Metal layers overlaid:
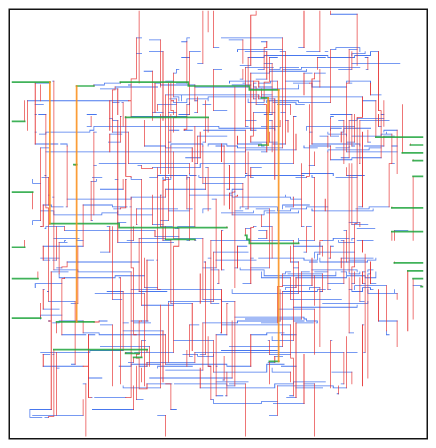
Metal 3:
The bar under the picture is 20 um long.
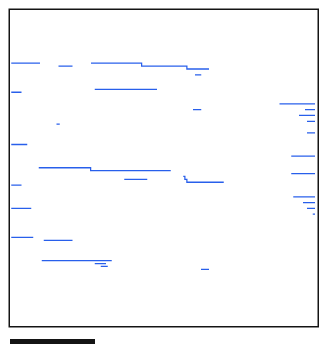
Layout detail:
Window x 16 to 56, y 2 to 42 um. Cells in grey, sequential cells in the stronger grey; small squares are vias.
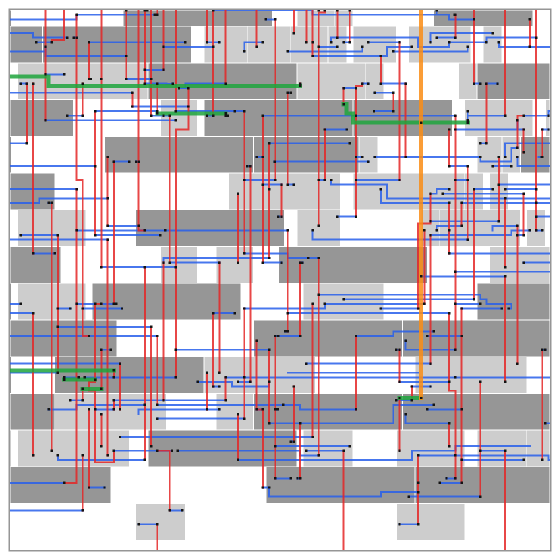
Clock network drawn from the DEF:
The bar under the picture is 20 um long.
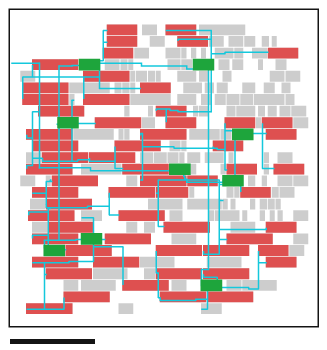
### src/rtl/transmit_parity_fifo.sv
// transmit_parity_fifo: FIFO-buffered 9-bit payload transmitter emitting {even-parity, payload} words with programmable pacing
//   clk, reset        : single clock, synchronous active-high reset
//   in_data/in_corrupt: payload and force-bad-parity flag, stored together
//   in_valid/in_ready : source handshake; in_ready uses the registered count only
//   data_out/tx_valid : registered word and its 1-cycle strobe
//   fifo_count        : entries currently held
//   overflow          : sticky, set when a word is offered while not ready
module transmit_parity_fifo #(
    parameter int DEPTH = 4,
    parameter int GAP   = 0
) (
    input  logic                     clk,
    input  logic                     reset,
    input  logic [8:0]               in_data,
    input  logic                     in_corrupt,
    input  logic                     in_valid,
    output logic                     in_ready,
    output logic [9:0]               data_out,
    output logic                     tx_valid,
    output logic [$clog2(DEPTH):0]   fifo_count,
    output logic                     overflow
);
    localparam int AW = $clog2(DEPTH);
    localparam int CW = AW + 1;
    localparam int GW = (GAP > 1) ? $clog2(GAP) : 1;
    localparam int GI = (GAP > 0) ? GAP - 1 : 0;
    typedef enum logic {S_IDLE, S_GAP} state_t;
    logic [9:0]    mem_q [DEPTH];
    logic [AW-1:0] wr_ptr_q, wr_ptr_d, rd_ptr_q, rd_ptr_d;
    logic [CW-1:0] count_q, count_d;
    logic [GW-1:0] gap_q;
    state_t        state_q;
    logic [9:0]    data_q, head;
    logic          tx_q, ovf_q, push, pop;
    assign in_ready   = ~reset & (count_q < CW'(DEPTH));
    assign push       = in_valid & in_ready;
    assign pop        = (state_q == S_IDLE) & (count_q != '0);
    assign head       = mem_q[rd_ptr_q];
    assign data_out   = data_q;
    assign tx_valid   = tx_q;
    assign fifo_count = count_q;
    assign overflow   = ovf_q;
    always_comb begin
        wr_ptr_d = push ? wr_ptr_q + 1'b1 : wr_ptr_q;
        rd_ptr_d = pop ? rd_ptr_q + 1'b1 : rd_ptr_q;
        count_d  = count_q + CW'(push) - CW'(pop);
    end
    always_ff @(posedge clk) begin
        if (push) mem_q[wr_ptr_q] <= {in_corrupt, in_data};
    end
    always_ff @(posedge clk) begin
        if (reset) begin
            wr_ptr_q <= '0;
            rd_ptr_q <= '0;
            count_q  <= '0;
            gap_q    <= '0;
            state_q  <= S_IDLE;
            data_q   <= '0;
            tx_q     <= 1'b0;
            ovf_q    <= 1'b0;
        end else begin
            wr_ptr_q <= wr_ptr_d;
            rd_ptr_q <= rd_ptr_d;
            count_q  <= count_d;
            ovf_q    <= ovf_q | (in_valid & ~in_ready);
            tx_q     <= pop;
            // stored bit 9 is the corrupt flag; it flips the even-parity bit
            if (pop) data_q <= {(^head[8:0]) ^ head[9], head[8:0]};
            if (state_q == S_IDLE) begin
                if (pop && GAP > 0) begin
                    state_q <= S_GAP;
                    gap_q   <= GW'(GI);
                end
            end else if (gap_q == '0) begin
                state_q <= S_IDLE;
            end else begin
                gap_q <= gap_q - 1'b1;
            end
        end
    end
endmodule

### config.mk
export PLATFORM = sky130hd
export DESIGN_NAME = transmit_parity_fifo
export DESIGN_NICKNAME = d
export VERILOG_FILES = /design/src/rtl/transmit_parity_fifo.sv
export SDC_FILE = /design/constraint.sdc
export NUM_CORES = 1
export LEC_CHECK = 0
export CORE_AREA = 2 2 70 72
export DETAILED_ROUTE_END_ITERATION = 10
export DIE_AREA = 0 0 72 74
export PLACE_DENSITY_LB_ADDON = 0.15
export SYNTH_ARGS = -nofsm -noshare
export SYNTH_HDL_FRONTEND = slang
export SYNTH_SLANG_ARGS = --single-unit
### constraint.sdc
create_clock -name clk -period 2.2 [get_ports clk]
set_input_delay 0.44 -clock clk [delete_from_list [all_inputs] [get_ports clk]]
set_output_delay 0.44 -clock clk [all_outputs]
set_load 0.01 [all_outputs]
==> changes_impl.md <==
### Implementation results

* FP Util at 51.78%
* Crit path max-delay cell type: mux4_2
* Clock network fraction of design power at 23.5%
* Pre-Repair DR Iteration Count at 4
* Clock sink count at 61
* Routed via count at 1,383
* Cts bufs inserted at 9
* GRT met2 Usage at 30.14%
* Worst R2R Path Depth at 6
* Comb_multi_in at 82
* GRT met3 Usage at 5.691%
* CP Class: flip-flop to flip-flop
* Cell area power density at 1374 nW/um2
* Yosys chip area at 2381 um2
* Comb area at 728.2 um2
* Reg2reg end: data_out[9]
* AND-OR/OR-AND share of the synthesized area at 2.943%
* Crit share post-route at 95.35%
* DR WL/cell at 16.42 um
* Combinational gate power at 1.66 mW
* DR WL met2 at 2110 um
* Hold EP: data_out[0]
* Total Nets Final at 220
* Run status: completed
* Simple share at 7.777%
* Clk. pwr at 0.983 mW
* Commonest Layout Cell: edfxtp_1
* Register area at 1623 um2
* Count of tool warnings at 29
* Fin area at 3039 um2
* Top post-synthesis cells by count: edfxtp_1 (40), dfxtp_1 (21), nand2_1 (20)
* Crit path largest cell delay at 560 ps
* Final Setup Violations at 0
* WL met3 at 183 um
* Worst Path Max Fanout at 8
* Startpoint Class: flip-flop
* DR iter-0 viols at 79
About 'metal layers overlaid':
Key: met3 = green [wire length 184 um]; met4 = orange [wire length 120 um]; met1 = blue [wire length 1,860 um]; met2 = red [wire length 2,110 um]

About 'metal 3':
The layer carries 184 um of wire. The longest straight run is 18.6 um. The wires run mostly horizontal. 24 nets have wire on it. The layer holds 4.3% of the routed length.

About 'layout detail':
Key: met4 = orange; met2 = red; met3 = green; met1 = blue
Netlist names of flops here include mem_q (17). Most frequent: edfxtp_1 (17), clkbuf_8 (6). 60 logic cells have their middle in the window. Sequential cells in the window: 20.

About 'clock network drawn from the DEF':
Key: flip-flops = red [count 61]; clock wires = cyan [length 751 um]; cells driving clock nets = green [count 9]
There are 10 routed clock nets.

Power and IR drop assume default switching activity.
